[src/rtl/voice_wave_sched.sv]
// Voice FIFO sequencer: record streaming and ping-pong playback buffer.
// Optional: VOICE_SCHED_LOOP_EN rewinds and replays at end of data.
module voice_wave_sched #(
  parameter int WAVE_SIZE  = 32,
  parameter int DATA_WIDTH = 16,
  parameter int RD_TIMEOUT = 256,
  parameter int CNT_W      = 8
) (
  input  logic                  i_clk,
  input  logic                  i_rst_n,
  input  logic                  i_cmd_rec,
  input  logic                  i_cmd_play,
  input  logic                  i_cmd_stop,
  input  logic                  i_rec_valid,
  input  logic [DATA_WIDTH-1:0] i_rec_data,
  output logic                  o_rec_ready,
  input  logic                  i_play_tick,
  output logic [DATA_WIDTH-1:0] o_play_data,
  output logic                  o_busy,
  output logic                  o_play_end,
  output logic [CNT_W-1:0]      o_ovr_cnt,
  output logic [CNT_W-1:0]      o_udr_cnt,
  output logic                  o_f_wr,
  output logic [DATA_WIDTH-1:0] o_f_wr_data,
  input  logic                  i_f_cach_full,
  output logic                  o_f_rd,
  output logic                  o_f_cls_raddr,
  input  logic [DATA_WIDTH-1:0] i_f_rd_data,
  input  logic                  i_f_rd_ef,
  input  logic                  i_f_rd_done
);
  localparam int AW = $clog2(WAVE_SIZE);
  localparam int TW = $clog2(RD_TIMEOUT);
  localparam int W1 = AW + 1;
  localparam logic [AW:0]   WS_C   = W1'(WAVE_SIZE);
  localparam logic [TW-1:0] TO_MAX = TW'(RD_TIMEOUT - 1);

  typedef enum logic [1:0] {S_IDLE, S_REC, S_REWIND, S_PLAY} state_t;

  state_t                state_q, state_d;
  logic [1:0]            rw_q, rw_d;
  logic [1:0]            hv_q, hv_d;
  logic [AW:0]           hcnt_q [2];
  logic [AW:0]           hcnt_d [2];
  logic                  fh_q, fh_d, ph_q, ph_d;
  logic                  frd_q, frd_d, eod_q, eod_d;
  logic                  pend_q, pend_d;
  logic [AW:0]           widx_q, widx_d;
  logic [AW-1:0]         pidx_q, pidx_d;
  logic [TW-1:0]         to_q, to_d;
  logic [DATA_WIDTH-1:0] pdata_q, pdata_d;
  logic [CNT_W-1:0]      ovr_q, ovr_d, udr_q, udr_d;
`ifdef VOICE_SCHED_LOOP_EN
  logic                  filled_q, filled_d;
`endif

  logic [DATA_WIDTH-1:0] wbuf_q [2*WAVE_SIZE];
  logic [AW:0]           waddr, raddr, cnt;
  logic [DATA_WIDTH-1:0] rd_word;
  logic                  rec_ready, f_wr, wr_en, tmo;

  assign waddr     = {fh_q, widx_q[AW-1:0]};
  assign raddr     = {ph_q, pidx_q};
  assign rd_word   = wbuf_q[raddr];
  assign cnt       = widx_q + {{AW{1'b0}}, i_f_rd_ef};
  assign tmo       = frd_q & ~i_f_rd_ef & (to_q == TO_MAX);
  assign rec_ready = (state_q == S_REC) & ~i_f_cach_full;
  assign f_wr      = rec_ready & i_rec_valid;

  always_comb begin
    state_d = state_q;
    rw_d    = rw_q;
    hv_d    = hv_q;
    hcnt_d  = hcnt_q;
    fh_d    = fh_q;
    ph_d    = ph_q;
    frd_d   = frd_q;
    eod_d   = eod_q;
    pend_d  = 1'b0;
    widx_d  = widx_q;
    pidx_d  = pidx_q;
    to_d    = to_q;
    pdata_d = pdata_q;
    ovr_d   = ovr_q;
    udr_d   = udr_q;
    wr_en   = 1'b0;
`ifdef VOICE_SCHED_LOOP_EN
    filled_d = filled_q;
`endif
    unique case (state_q)
      S_IDLE: begin
        priority case (1'b1)
          i_cmd_stop: begin end
          i_cmd_rec:  state_d = S_REC;
          i_cmd_play: begin
            state_d = S_REWIND;
            rw_d    = '0;
            hv_d    = '0;
            fh_d    = 1'b0;
            ph_d    = 1'b0;
            pidx_d  = '0;
            widx_d  = '0;
            frd_d   = 1'b0;
            eod_d   = 1'b0;
`ifdef VOICE_SCHED_LOOP_EN
            filled_d = 1'b0;
`endif
          end
          default: begin end
        endcase
      end
      S_REC: begin
        if (i_rec_valid && i_f_cach_full && !(&ovr_q))
          ovr_d = ovr_q + 1'b1;
      end
      S_REWIND: begin
        rw_d = rw_q + 2'd1;
        if (rw_q == 2'd3)
          state_d = S_PLAY;
      end
      S_PLAY: begin
        if (frd_q) begin
          widx_d = cnt;
          if (i_f_rd_ef) begin
            wr_en = 1'b1;
            to_d  = '0;
`ifdef VOICE_SCHED_LOOP_EN
            filled_d = 1'b1;
`endif
          end else if (!tmo) begin
            to_d = to_q + 1'b1;
          end
          if (i_f_rd_done || cnt == WS_C || tmo) begin
            frd_d  = 1'b0;
            widx_d = '0;
            if (tmo && cnt == '0) begin
`ifdef VOICE_SCHED_LOOP_EN
              if (filled_q) begin
                state_d  = S_REWIND;
                rw_d     = '0;
                filled_d = 1'b0;
              end else begin
                eod_d = 1'b1;
              end
`else
              eod_d = 1'b1;
`endif
            end else begin
              hcnt_d[fh_q] = cnt;
              hv_d[fh_q]   = 1'b1;
              fh_d         = ~fh_q;
            end
          end
        end else if (!hv_q[fh_q] && !eod_q) begin
          frd_d  = 1'b1;
          to_d   = '0;
          widx_d = '0;
        end
        // Drain side only touches hv[ph]; fill only sets an empty half
        if (i_play_tick) begin
          if (hv_q[ph_q]) begin
            pdata_d = ({1'b0, pidx_q} < hcnt_q[ph_q]) ? rd_word : '0;
            if (&pidx_q) begin
              hv_d[ph_q] = 1'b0;
              ph_d       = ~ph_q;
              pidx_d     = '0;
            end else begin
              pidx_d = pidx_q + 1'b1;
            end
          end else begin
            pdata_d = '0;
            if (!eod_q && !(&udr_q))
              udr_d = udr_q + 1'b1;
          end
        end
        if (eod_q && hv_q == 2'b00 && !frd_q) begin
          pend_d  = 1'b1;
          state_d = S_IDLE;
        end
      end
      default: state_d = S_IDLE;
    endcase
    if (i_cmd_stop) begin
      state_d = S_IDLE;
      frd_d   = 1'b0;
      hv_d    = '0;
      pdata_d = '0;
      eod_d   = 1'b0;
    end
  end

  always_ff @(posedge i_clk or negedge i_rst_n) begin
    if (!i_rst_n) begin
      state_q   <= S_IDLE;
      rw_q      <= '0;
      hv_q      <= '0;
      hcnt_q[0] <= '0;
      hcnt_q[1] <= '0;
      fh_q      <= 1'b0;
      ph_q      <= 1'b0;
      frd_q     <= 1'b0;
      eod_q     <= 1'b0;
      pend_q    <= 1'b0;
      widx_q    <= '0;
      pidx_q    <= '0;
      to_q      <= '0;
      pdata_q   <= '0;
      ovr_q     <= '0;
      udr_q     <= '0;
`ifdef VOICE_SCHED_LOOP_EN
      filled_q  <= 1'b0;
`endif
    end else begin
      state_q   <= state_d;
      rw_q      <= rw_d;
      hv_q      <= hv_d;
      hcnt_q    <= hcnt_d;
      fh_q      <= fh_d;
      ph_q      <= ph_d;
      frd_q     <= frd_d;
      eod_q     <= eod_d;
      pend_q    <= pend_d;
      widx_q    <= widx_d;
      pidx_q    <= pidx_d;
      to_q      <= to_d;
      pdata_q   <= pdata_d;
      ovr_q     <= ovr_d;
      udr_q     <= udr_d;
`ifdef VOICE_SCHED_LOOP_EN
      filled_q  <= filled_d;
`endif
    end
  end

  always_ff @(posedge i_clk) begin
    if (wr_en)
      wbuf_q[waddr] <= i_f_rd_data;
  end

  assign o_rec_ready   = rec_ready;
  assign o_f_wr        = f_wr;
  assign o_f_wr_data   = f_wr ? i_rec_data : '0;
  assign o_busy        = (state_q != S_IDLE);
  assign o_f_cls_raddr = (state_q == S_REWIND);
  assign o_f_rd        = frd_q;
  assign o_play_data   = pdata_q;
  assign o_play_end    = pend_q;
  assign o_ovr_cnt     = ovr_q;
  assign o_udr_cnt     = udr_q;

endmodule

[config.mk]
export PLATFORM = sky130hd
export DESIGN_NAME = voice_wave_sched
export DESIGN_NICKNAME = d
export VERILOG_FILES = /design/src/rtl/voice_wave_sched.sv
export SDC_FILE = /design/constraint.sdc
export NUM_CORES = 1
export LEC_CHECK = 0
export CAP_MARGIN = 10
export CORE_ASPECT_RATIO = 1.2
export CORE_UTILIZATION = 60
export DETAILED_ROUTE_END_ITERATION = 7
export PLACE_DENSITY = 0.77
export SYNTH_ARGS = -nofsm -noshare
export SYNTH_HDL_FRONTEND = slang
export SYNTH_SLANG_ARGS = --single-unit
[constraint.sdc]
create_clock -name i_clk -period 4.65 [get_ports i_clk]
set_clock_uncertainty 0.2 [all_clocks]
set_input_delay 0.6975 -clock i_clk [delete_from_list [all_inputs] [get_ports i_clk]]
set_output_delay 0.6975 -clock i_clk [all_outputs]
set_load 0.005 [all_outputs]
layers.png
The bar under the picture is 50 microns long. Only two layers are drawn.
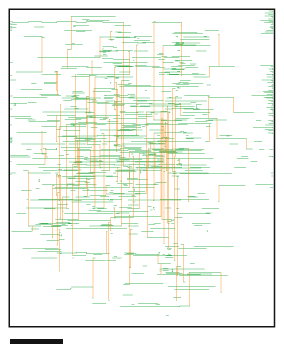
green -> M3  # wire length 9360 microns
orange -> M4  # wire length 4160 microns

clock_wires.png
The bar under the picture is 50 microns long.
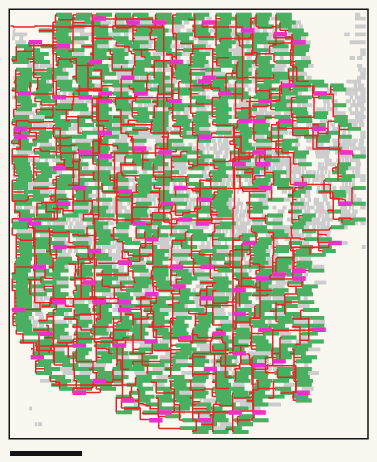
red -> clock wires  # length 11300 microns
magenta -> clock-net drivers  # count 102
green -> flip-flops  # count 1098
routed clock nets = 103
flops lie = widely spread

class_map.png
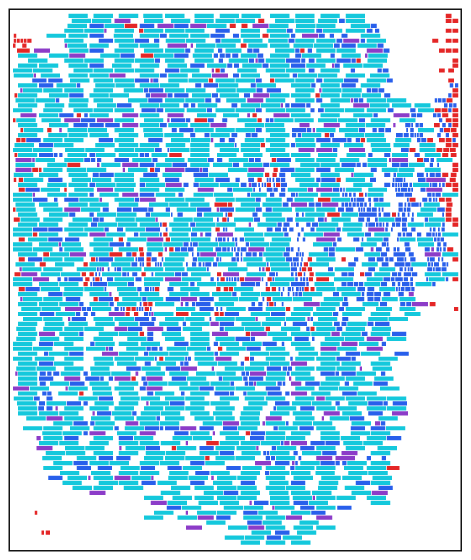
blue -> remaining logic cells  # cells 969, share of their area 21%
cyan -> sequential cells  # cells 1098, share of their area 68%
purple -> clock drivers and dummy loads  # cells 192, share of their area 6.7%
red -> remaining buffers and delay cells  # cells 212, share of their area 4.0%

==> reports/metrics.json <==
{
  "status": {"value": "finished with violations"},
  "violations": {"value": "DRC"},
  "worstMarginPinSlew": {"value": 1.25, "unit": "ns"},
  "drc_errors": {"value": 34},
  "postSynthSeqShare": {"value": 75.6, "unit": "%"},
  "layout_worst_path_cycle_share": {"value": 80.6, "unit": "%"},
  "top_cell_area_share": {"value": 71.3, "unit": "%"},
  "path_cells": {"value": "inv_1 > ha_1 > nor2b_1 > and3_1 > clkdlybuf4s50_1"},
  "final_tally_of_setup_violations": {"value": 0},
  "grt_first_pass_wirelength": {"value": 151000, "unit": "microns"},
  "xor_area_share": {"value": 0.447, "unit": "%"},
  "vdd.ir_drop.worst": {"value": 386, "unit": "uV"},
  "final_design_area_no_fill": {"value": 0.0488, "unit": "sq mm"},
  "clockNetworkAreaShare": {"value": 6.50, "unit": "%"},
  "synth_warnings": {"value": 0},
  "top_layer_used": {"value": "met4"},
  "synth_async_sr_flop_share": {"value": 6.74, "unit": "%"},
  "min_tclk_post_route": {"value": 3.75, "unit": "ns"},
  "slowest_delay": {"value": 0.65, "unit": "ns"},
  "maxSlewHeadroom": {"value": 16.6, "unit": "%"},
  "achievable-frequency": {"value": 267, "unit": "MHz"},
  "crit_path_start_kind": {"value": "register"},
  "largest_reg_flops": {"value": 1024},
  "synth_flop_count": {"value": 1098},
  "cp_data_arrival_time": {"value": 2.85, "unit": "ns"},
  "pre_cts_slack": {"value": 1.05, "unit": "ns"},
  "top_cells_by_area": {"value": "sky130_fd_sc_hd__edfxtp_1 71%, sky130_fd_sc_hd__mux4_2 10%, sky130_fd_sc_hd__dfrtp_1 4.3%"},
  "non_clock_buffer_area_share": {"value": 3.94, "unit": "%"},
  "filler_cell_count": {"value": 4223},
  "number_of_flops_mapped_to_enable_cells_by_yosys": {"value": 1024},
  "flop_area": {"value": 0.0326, "unit": "sq mm"},
  "r2r_slack": {"value": 0.99, "unit": "ns"},
  "synth.mux.area_fraction": {"value": 13.7, "unit": "%"},
  "drt-pass1-iter-count": {"value": 8},
  "number_of_instances_in_the_synthesized_netlist": {"value": 2187},
  "dieArea": {"value": 0.0729, "unit": "sq mm"},
  "buffers": {"value": 212},
  "cts_tree": {"value": "yes"},
  "timing.max_cap.violations": {"value": 0}
}
